## src/rtl/cpu_run_ctrl.sv

```systemverilog
// rtl/cpu_run_ctrl.sv - CPU run controller: reset hold, run/step/pause sequencing, enabled-cycle counter
// Outputs decode straight from registers, so none of them responds combinationally to an input.
module cpu_run_ctrl #(
    parameter int CNT_W        = 16,
    parameter int RESET_CYCLES = 2,
    parameter int RUN_CYCLES   = 107
) (
    input  logic             clk,
    input  logic             reset,
    input  logic             step_mode,
    input  logic             step,
    input  logic             halt,
    input  logic             restart,
    output logic             cpu_reset,
    output logic             cpu_en,
    output logic [CNT_W-1:0] cycle_count,
    output logic             done,
    output logic             wrapped
);

    localparam logic [2:0] S_HOLD  = 3'd0;
    localparam logic [2:0] S_RUN   = 3'd1;
    localparam logic [2:0] S_PAUSE = 3'd2;
    localparam logic [2:0] S_STEP  = 3'd3;
    localparam logic [2:0] S_DONE  = 3'd4;

    localparam logic [7:0]       HOLD_LAST = 8'(RESET_CYCLES - 1);
    localparam bit               AUTO_STOP = (RUN_CYCLES > 0);
    localparam logic [CNT_W-1:0] LAST_CNT  = CNT_W'((RUN_CYCLES > 0) ? (RUN_CYCLES - 1) : 0);

    logic [2:0]       state_q, state_d;
    logic [7:0]       hold_cnt_q, hold_cnt_d;
    logic [CNT_W-1:0] cnt_q, cnt_d;
    logic             wrapped_q, wrapped_d;

    logic en;
    logic stop_req;
    logic [2:0] after_enabled;

    assign en = (state_q == S_RUN) || (state_q == S_STEP);

    // halt outranks the automatic stop, but both land in DONE with the coincident cycle counted
    assign stop_req = halt || (AUTO_STOP && en && (cnt_q == LAST_CNT));

    assign after_enabled = step_mode ? S_PAUSE : S_RUN;

    always_comb begin
        state_d    = state_q;
        hold_cnt_d = hold_cnt_q;
        cnt_d      = cnt_q;
        wrapped_d  = wrapped_q;

        if (en) begin
            cnt_d = cnt_q + CNT_W'(1);
            if (&cnt_q) begin
                wrapped_d = 1'b1;
            end
        end

        if (restart) begin
            state_d    = S_HOLD;
            hold_cnt_d = '0;
            cnt_d      = '0;
            wrapped_d  = 1'b0;
        end else begin
            case (state_q)
                S_HOLD: begin
                    if (hold_cnt_q == HOLD_LAST) begin
                        hold_cnt_d = '0;
                        state_d    = after_enabled;
                    end else begin
                        hold_cnt_d = hold_cnt_q + 8'd1;
                    end
                end
                S_RUN: begin
                    if (stop_req) begin
                        state_d = S_DONE;
                    end else if (step_mode) begin
                        state_d = S_PAUSE;
                    end
                end
                S_PAUSE: begin
                    if (stop_req) begin
                        state_d = S_DONE;
                    end else if (!step_mode) begin
                        state_d = S_RUN;
                    end else if (step) begin
                        state_d = S_STEP;
                    end
                end
                S_STEP: begin
                    if (stop_req) begin
                        state_d = S_DONE;
                    end else begin
                        state_d = after_enabled;
                    end
                end
                S_DONE: begin
                    state_d = S_DONE;
                end
                default: begin
                    state_d    = S_HOLD;
                    hold_cnt_d = '0;
                end
            endcase
        end
    end

    always_ff @(posedge clk or negedge reset) begin
        if (!reset) begin
            state_q    <= S_HOLD;
            hold_cnt_q <= '0;
            cnt_q      <= '0;
            wrapped_q  <= 1'b0;
        end else begin
            state_q    <= state_d;
            hold_cnt_q <= hold_cnt_d;
            cnt_q      <= cnt_d;
            wrapped_q  <= wrapped_d;
        end
    end

    assign cpu_reset   = (state_q == S_HOLD);
    assign cpu_en      = en;
    assign done        = (state_q == S_DONE);
    assign cycle_count = cnt_q;
    assign wrapped     = wrapped_q;

endmodule
```

## config.mk

```make
export PLATFORM = sky130hd
export DESIGN_NAME = cpu_run_ctrl
export DESIGN_NICKNAME = d
export VERILOG_FILES = /design/src/rtl/cpu_run_ctrl.sv
export SDC_FILE = /design/constraint.sdc
export NUM_CORES = 1
export LEC_CHECK = 0
export CELL_PAD_IN_SITES_DETAIL_PLACEMENT = 1
export CELL_PAD_IN_SITES_GLOBAL_PLACEMENT = 1
export CORE_AREA = 5 5 85 87
export DETAILED_ROUTE_END_ITERATION = 8
export DIE_AREA = 0 0 90 92
export GPL_TIMING_DRIVEN = 0
export PLACE_DENSITY_LB_ADDON = 0.1
export SETUP_SLACK_MARGIN = 0.02
export SLEW_MARGIN = 20
export SYNTH_ARGS = -nofsm -noshare
export SYNTH_HDL_FRONTEND = slang
export SYNTH_SLANG_ARGS = --single-unit
```

## constraint.sdc

```tcl
create_clock -name clk -period 2.2 [get_ports clk]
set_input_delay 0.44 -clock clk [delete_from_list [all_inputs] [get_ports clk]]
set_output_delay 0.44 -clock clk [all_outputs]
set_load 0.005 [all_outputs]
```

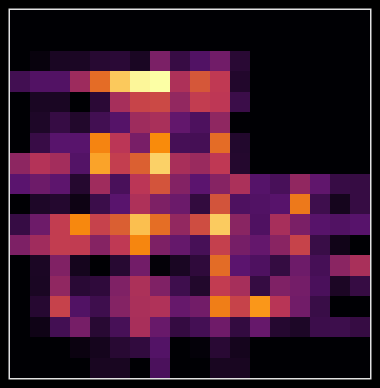
*Signal metal coverage by tile, run 1*
Drawn at 4 px/micron. 18 x 18 tiles, from black (low) to pale yellow (high), scaled to the fullest tile. Values are wire area over tile area, all layers added.
emptiest ninth of the die = north-east
fullest tile = 0.38
nearly empty tiles = 35%
tiles over half the peak = 12%
mean over tiles = 0.078

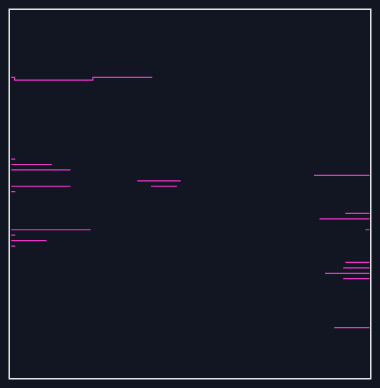
*Met3 routing, run 1*
Drawn at 4 px/micron.
main direction = horizontal
share of all routed wire = 4.6%
wire length on this layer = 193 microns
longest straight run = 19.6 microns
M3 GR Usage: 3.19%
total length of routed wires: 4210 microns
total number of vias: 1296

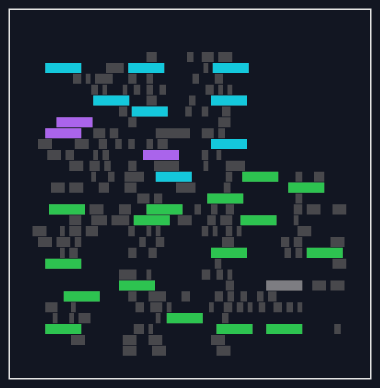
*Sequential cells colored by netlist name, run 1*
Drawn at 4 px/micron.
`hold_cnt_q` -> cyan  # placed flops 8
`cycle_count` -> green  # placed flops 16
`state_q` -> purple  # placed flops 3

==> summary.txt, run 1 <==
Observations from the implementation run.

Pwr:
- In this run the power spent charging and discharging nets is 528 uW.
- In this run, power in flip-flops and latches comes to 655 uW.
- The biggest slice of the total power is consumed by sequential cells.
- Total power normalized to cell area comes to 778 nW/um^2.
- The run gives the combinational power share as 35.9%.
- The run puts the worst supply voltage drop on vdd at 377 uV.
- Combinational cells consume a total of 529 uW.
- The share of total power dissipated in the clock network is 19.7%.

Cells and area:
- The run gives the flip-flop count of the largest register, all copies and words added as 16.
- The run gives the number of nets at the end of the flow as 198.
- Multi-input logic gates represent a cell area share of 41.3%.
- The run puts the fraction of area in clock buffers and inverters at 2.18%.
- The run gives the number of sequential cells in the layout as 28.
- The run gives the final standard cell count with taps included and fillers excluded as 263.
- The run puts the synthesis-to-finish area growth at 24.1%.
- For this run, the script counts the antenna cells in the layout as 0.
- The run gives the fraction of final layout cells with drive strength greater than 1 as 7.53%.
- The run gives the number of inverters outside the clock class in the layout as 6.

Detailed routing:
- The run puts the number of violations reported at the end of detailed-routing iteration 0 at 36.
- In this run the top signal layer used is met4.
- The run puts the first-pass iteration count of the detailed router at 4.
- The run puts the total met3 wirelength after detailed routing at 192 microns.
- The run puts the total routed wire length on the met1 layer at 2100 microns.
- The run puts the total met2 wirelength after detailed routing at 1890 microns.

Synthesis:
- The run gives the top cell type's share of synthesized area as 45.9%.
- The cell area that synthesis handed to floorplanning was 1530 sq um.
- The run gives the average cell area after synthesis as 9.55 sq um.
- The run puts the synthesized-area fraction occupied by ao, oa, aoi and oai cells at 15.0%.
- The run puts the number of different library cells in the post-synthesis netlist at 38.
- The run puts the adder-cell area share of the yosys netlist at 3.28%.
- The run gives the largest family of logic cells by area as simple AND/OR/NAND/NOR gates.
- The run puts the register bit count reported by yosys at 28.
- The run gives the most popular library cell in the synthesized design by count as sky130_fd_sc_hd__dfrtp_1.
- The run puts the net count of the mapped netlist at 170.
- The run gives the number of standard cells reported by yosys as 160.
- The run puts the area figure in the yosys stat output at 1530 sq um.
- The run gives the dominant synthesized flop cell as sky130_fd_sc_hd__dfrtp_1.
- Counting instances in the post-synthesis netlist gives the leading cell types as sky130_fd_sc_hd__dfrtp_1 (28), sky130_fd_sc_hd__a21oi_1 (14), sky130_fd_sc_hd__nor2_1 (13), sky130_fd_sc_hd__o21ai_0 (10).
- The run puts the area share of xor/xnor cells in the synthesized design at 5.73%.
- The run puts the count of yosys warnings during synthesis at 0.

Global route:
- The run puts the largest net degree at the start of global routing at 29.
- The run puts the total routing usage reported by global routing at 10.6%.
- After global routing, the most crowded layer is met2.
- The run gives the final global-route overflow total as 0.
- The run puts the wire length of the first global-routing pass at 7220 microns.

CTS:
- Per the TritonCTS log, the buffer count is 3.
- The run puts the number of sinks handled by clock tree synthesis at 28.
- TritonCTS built the clock tree.
- The run gives the cell at the root of the clock tree as sky130_fd_sc_hd__clkbuf_8.
- The run gives the buffer count from post-CTS setup fixing as 0.
- Looking at the clock tree report, the maximum root-to-sink buffer count equals 2.

Worst setup path:
- For the worst flop-to-flop path, the logic depth is 4.
- The run gives the number of cells on the critical path as 2.
- The launch point of the worst register-to-register path is recorded as state_q[0].
- STA classifies the critical path startpoint as a flip-flop.
- Along the worst path, the maximum fanout reaches 11.
- The worst register-to-register path has a setup slack of 0.35 ns.
- Per STA, the startpoint of the critical path is state_q[2].
- The run gives the highest cell delay on the worst timing path as 0.54 ns.
- The number of buffers and inverters on the critical path is 1.
- Broken down by cell family, the worst path's largest delay share belongs to buffers and inverters.
- In this run the critical register-to-register path is captured at hold_cnt_q[2].

Place:
- The run gives the worst slack at placement as 0.324 ns.
- The run puts the total of buffers placed on input and output ports at 24.
- The run gives the total cell area at the placement stage as 1860 sq um.

Floorplanning:
- 26 I/O pins were placed.
- According to the floorplan report, the die height is 92 microns.
- The run gives the initial cell density of the core as 24.3%.
- The run gives the width of the chip as 90 microns.
- The run puts the area of the core at 6280 sq um.
- According to the tapcell log, the count of inserted taps is 77.

Timing:
- The run puts the final critical-path share of the clock period at 94.8%.
- The run puts the final-layout setup total negative slack at 0 ns.
- Hold-check failures listed in the final report amount to 0.
- The run gives the least setup slack across all paths after layout as 0.114 ns.
- At the pin with the least slew margin, the transition time is 0.940 ns.
- The run puts the worst clock skew at 0.00731 ns.
- The run puts the worst hold slack at 0.179 ns.

Run status:
- The flow ran to the end, and the final reports show no timing, DRC or antenna violations.

Run:
- The stage logs contain a warning count of 28.
==> inputs of run 2 (changes only) <==
--- a/config.mk
+++ b/config.mk
@@ -13,6 +13,7 @@
 export GPL_TIMING_DRIVEN = 0
 export PLACE_DENSITY_LB_ADDON = 0.1
 export SETUP_SLACK_MARGIN = 0.02
+export SKIP_CTS_REPAIR_TIMING = 1
 export SLEW_MARGIN = 20
 export SYNTH_ARGS = -nofsm -noshare
 export SYNTH_HDL_FRONTEND = slang
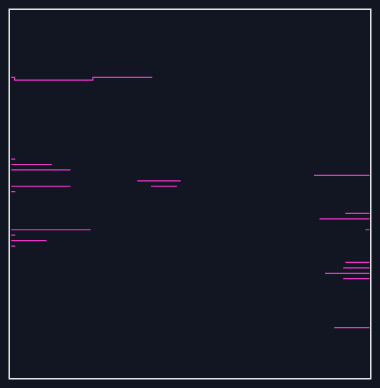
*Met3 routing, run 2*
Drawn at 4 px/micron.
total length of routed wires: 4210 microns
total number of vias: 1295

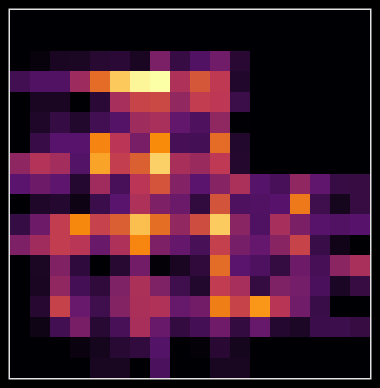
*Signal metal coverage by tile, run 2*
Drawn at 4 px/micron. 18 x 18 tiles, from black (low) to pale yellow (high), scaled to the fullest tile. Values are wire area over tile area, all layers added.
densest ninth of the die = center
mean over tiles = 0.078
nearly empty tiles = 35%
emptiest ninth of the die = north-east
fullest tile = 0.38

==> run 2 against run 1 <==
First-iteration DRC count unchanged. Synthesized area unchanged. Routed wire length about the same. Largest cell class unchanged.
==> summary.txt, run 2 <==
Observations from the implementation run.

Run status:
- The run finished with clean final reports.

Synthesis:
- The run puts the top cell type's share of synthesized area at 45.9%.
- The synthesis stats list as the most numerous cell sky130_fd_sc_hd__dfrtp_1.
- The run puts the average cell area after synthesis at 9.55 sq um.
- The run puts the area figure in the yosys stat output at 1530 sq um.
- The run gives the largest family of logic cells by area as simple AND/OR/NAND/NOR gates.
- The number of nets in the synthesized netlist is 170.
- The cell-mix breakdown from Yosys lists the compound-gate area share as 15.0%.
- The post-synth register bit count is 28.

Pwr:
- Ranked by power, first place goes to sequential cells.
- The run puts the flip-flop and latch power at 655 uW.
- Across the VDD grid, the largest voltage drop is 377 uV.
- Per report_power, the Combinational row totals 529 uW.
- The flow reported a cell area power density of 778 nW/um^2.
- The run gives the switching power as 529 uW.
- The run puts the combinational power share at 35.9%.

CTS:
- The run puts the number of sinks handled by clock tree synthesis at 28.

Worst setup path:
- The run gives the number of cells on the critical path as 2.
- Measured in cells, the most critical reg-to-reg path has a length of 4.
- The run puts the highest cell delay on the worst timing path at 0.54 ns.
- STA classifies the critical path startpoint as a flip-flop.
- The run gives the total buffers and inverters traversed by the critical path as 1.
- For the worst reg-to-reg path, the startpoint reported by OpenROAD is state_q[0].
- According to the timing report, the critical path is launched from state_q[2].
- The run puts the peak fanout along the critical path at 11.

Timing:
- The run gives the final-layout setup total negative slack as 0 ns.
- The run gives the least setup slack across all paths after layout as 0.113 ns.
- The run puts the hold violation count in the final report at 0.
- The final timing summary puts the cycle share of the worst path at 94.9%.

Cells and area:
- The run gives the final standard cell count with taps included and fillers excluded as 263.
- The run puts the synthesis-to-finish area growth at 24.1%.
- The run puts the flip-flop count of the largest register, all copies and words added at 16.
- The run gives the fraction of area in clock buffers and inverters as 2.18%.
- The run gives the multi-input gate share of total cell area as 41.3%.

Floorplanning:
- The run puts the area of the core at 6280 sq um.
- During I/O placement, the number of pins put on the boundary was 26.
- For this configuration, the core starts out at a cell density of 24.3%.
- The run puts the y dimension of the die at 92 microns.
- The run puts the tapcell count at 77.

Detailed routing:
- The detailed router reports a met3 wire length of 192 microns.
- The run puts the number of violations reported at the end of detailed-routing iteration 0 at 36.
- Per the detail_route log, the uppermost layer with routed signals is met4.
- The run puts the total met2 wirelength after detailed routing at 1900 microns.
- The run gives the total routed wire length on the met1 layer as 2090 microns.

Place:
- Buffers placed on the I/O ports in this run total 24.
- The run puts the total cell area at the placement stage at 1860 sq um.

Global route:
- The run puts the final global-route overflow total at 0.
- The run gives the fraction of met3 tracks used by global routing as 3.19%.
### Cell sizes after repair, run 2

Drawn at 4 px/micron.
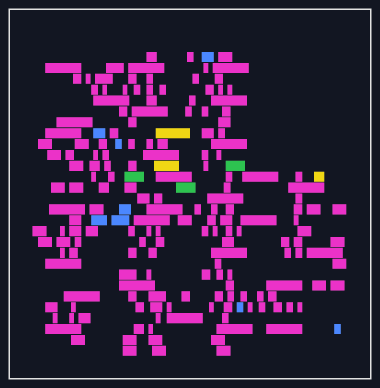

==> inputs of run 3 (changes only) <==
--- a/config.mk
+++ b/config.mk
@@ -7,9 +7,9 @@
 export LEC_CHECK = 0
 export CELL_PAD_IN_SITES_DETAIL_PLACEMENT = 1
 export CELL_PAD_IN_SITES_GLOBAL_PLACEMENT = 1
-export CORE_AREA = 5 5 85 87
+export CORE_AREA = 2 2 82 84
 export DETAILED_ROUTE_END_ITERATION = 8
-export DIE_AREA = 0 0 90 92
+export DIE_AREA = 0 0 84 86
 export GPL_TIMING_DRIVEN = 0
 export PLACE_DENSITY_LB_ADDON = 0.1
 export SETUP_SLACK_MARGIN = 0.02
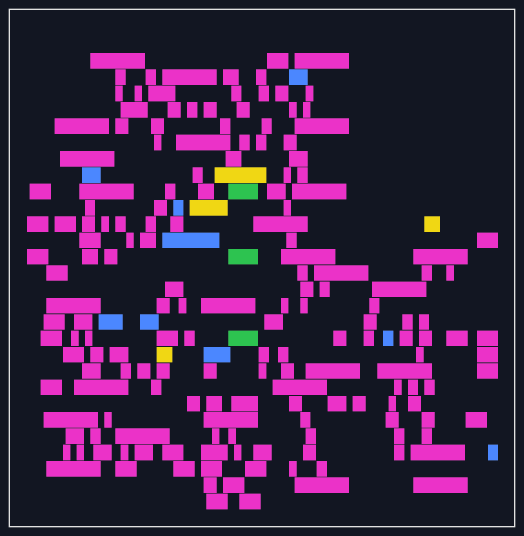
*Cell sizes after repair, run 3*
Drawn at 6 px/micron.
_3 and _4 cells -> yellow  # cells 4, share 2.1%
_0 and _1 cells -> magenta  # cells 171, share 91%
_6 and larger -> green  # cells 3, share 1.6%
_2 cells -> blue  # cells 9, share 4.8%
number of non-clock buffers: 28
Synth-to-Final Area Change: 24.7%
Non-Filler Cell Area, Final: 1900 sq um
Worst Setup Slack, final: 0.104 ns

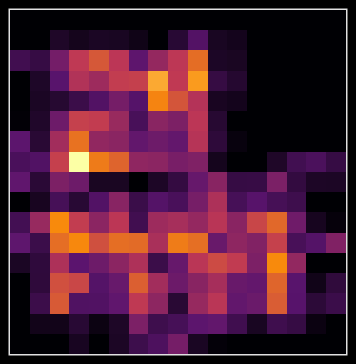
*Signal metal coverage by tile, run 3*
Drawn at 4 px/micron. 17 x 17 tiles, from black (low) to pale yellow (high), scaled to the fullest tile. Values are wire area over tile area, all layers added.
nearly empty tiles = 27%
tiles over half the peak = 14%
fullest tile = 0.40
mean over tiles = 0.089

==> run 3 against run 2 <==
Clock power is essentially flat. Non-clock buffer count is 1 higher. Register-to-register slack better by 0.07 ns. Routed wire length is 0.81% higher. Sequential share of layout area is 0.10 points lower. Via count grew 2.1%. Flip-flop count unchanged. Critical path depth up 1. Combinational power up 2%. Sequential power barely moved. Critical path type unchanged. Critical endpoint unchanged. Largest cell class unchanged.
==> summary.txt, run 3 <==
Observations from the implementation run.

Cells and area:
- The multi-input combinational cells in the finished layout cover a total of 782 sq um.
- The run gives the flip-flop count of the largest register, all copies and words added as 16.
- For this run, the number of standard cells in the final layout without fillers is 264.
- The run puts the fraction of area in clock buffers and inverters at 2.17%.
- The run puts the clock buffer count in the final layout at 3.
- Non-clock inverters in the final layout number 6.
- The run puts the number of nets at the end of the flow at 199.
- Multi-input logic gates represent a cell area share of 41.1%.
- The run gives the number of antenna cells inserted as 0.
- The run puts the fraction of final layout cells with drive strength greater than 1 at 8.56%.
- The design has 28 sequential cells.

Synthesis:
- The run puts the number of different library cells in the post-synthesis netlist at 38.
- The run puts the top cell type's share of synthesized area at 45.9%.
- Per the post-synthesis report, the nets total 170.
- For reference, XOR and XNOR gates occupy 5.73% of the area reported after synthesis.
- The run gives the dominant synthesized flop cell as sky130_fd_sc_hd__dfrtp_1.
- By count the netlist is led by sky130_fd_sc_hd__dfrtp_1 (28), sky130_fd_sc_hd__a21oi_1 (14), sky130_fd_sc_hd__nor2_1 (13), sky130_fd_sc_hd__o21ai_0 (10).
- The run gives the average cell area after synthesis as 9.55 sq um.
- The run gives the area figure in the yosys stat output as 1530 sq um.
- The run puts the number of standard cells reported by yosys at 160.
- The synthesis stats list as the most numerous cell sky130_fd_sc_hd__dfrtp_1.
- The synthesized netlist occupies a cell area of 1530 sq um.
- The run puts the adder-cell area share of the yosys netlist at 3.28%.
- The run gives the count of yosys warnings during synthesis as 0.
- The run puts the synthesized-area fraction occupied by ao, oa, aoi and oai cells at 15.0%.
- The run gives the cell type with the largest total area as sky130_fd_sc_hd__dfrtp_1.
- The run gives the largest family of logic cells by area as simple AND/OR/NAND/NOR gates.
- The post-synth register bit count is 28.

Global route:
- On met1, the global router reports a usage of 17.1%.
- Global routing used 1.64% of the available met3 tracks.
- The run gives the most used routing layer as met2.
- The run puts the total routing usage reported by global routing at 12.3%.
- The run gives the largest net degree at the start of global routing as 29.
- The run puts the final global-route overflow total at 0.
- The run gives the wire length of the first global-routing pass as 7130 microns.
- The run puts the number of antenna violations at the first check in global routing at 0.

Worst setup path:
- STA classifies the critical path startpoint as a flip-flop.
- The endpoint identified for the worst register-to-register timing path is hold_cnt_q[2].
- Per the timing report, the most critical flop-to-flop path originates at state_q[0].
- The run puts the depth of the worst register-to-register path at 4.
- The run gives the peak fanout along the critical path as 10.
- The timing report gives the biggest stage delay along the critical path as 0.52 ns.
- The run puts the total buffers and inverters traversed by the critical path at 2.
- The run puts the slack of the worst reg-to-reg path at 0.42 ns.
- The run gives the cell type group with the largest total delay on the critical path as buffers and inverters.
- The run puts the number of cells on the critical path at 3.
- The launch point of the critical path was reported as state_q[2].

CTS:
- The root buffer cell chosen for the clock tree is sky130_fd_sc_hd__clkbuf_8.
- The run gives the number of sinks handled by clock tree synthesis as 28.
- The run gives the CTS clock-pin slew for the worst setup and hold paths as 0.10 ns.
- The run puts the number of buffers created by CTS at 3.
- TritonCTS built the clock tree.
- In this run the deepest clock path goes through 2 buffers.

Floorplanning:
- The core region is 6280 sq um.
- The run puts the initial cell density of the core at 24.3%.
- The run gives the tapcell count as 77.
- According to the floorplan report, the die height is 86 microns.
- The run puts the number of primary I/O pins at 26.
- The run gives the width of the chip as 84 microns.
- The run gives the overall chip area as 7220 sq um.

Timing:
- For the final routed database, the setup TNS stands at 0 ns.
- The run gives the hold violation count in the final report as 0.
- The run gives the slew of the pin with the lowest slew margin as 0.837 ns.
- The run gives the worst clock skew as 0.00474 ns.
- The tightest hold path in the finished design has a slack of 0.188 ns.
- The run puts the final critical-path share of the clock period at 95.3%.

Detailed routing:
- The run gives the total met2 wirelength after detailed routing as 1980 microns.
- The run puts the number of violations reported at the end of detailed-routing iteration 0 at 35.
- The run gives the total wirelength of the detailed-routed design as 4250 microns.
- The run puts the total met3 wirelength after detailed routing at 106 microns.
- The run gives the total routed wire length on the met1 layer as 2130 microns.
- The run gives the count of vias placed by the detailed router as 1322.
- According to the report, the first pass of detailed routing completed in 4 iterations.
- After detailed routing, no signal wire sits above met4.

Run:
- Max-cap violations in this run came to 0.
- The number of warnings reported in the stage logs is 28.

Pwr:
- The run puts the worst supply voltage drop on vdd at 399 uV.
- The run gives the power dissipated in combinational cells as 541 uW.
- The run gives the flip-flop and latch power as 657 uW.
- For this design the total switching power over the nets is 532 uW.
- The run puts the proportion of power drawn by the clock network at 19.5%.
- Looking at the group totals, the largest power group turns out to be sequential cells.
- The flow reports that combinational logic draws 36.4% of the design power.
- Total power normalized to cell area comes to 781 nW/um^2.

Place:
- Input and output buffers added on the ports amount to 24.
- In this run the cell area measured after placement is 1860 sq um.
- The run puts the worst slack at placement at 0.313 ns.

Min path:
- Checking hold timing, the worst path is listed with class primary input to asynchronous set/reset pin.

Run status:
- The run finished with clean final reports.
Power is estimated from default activity; no workload was simulated.
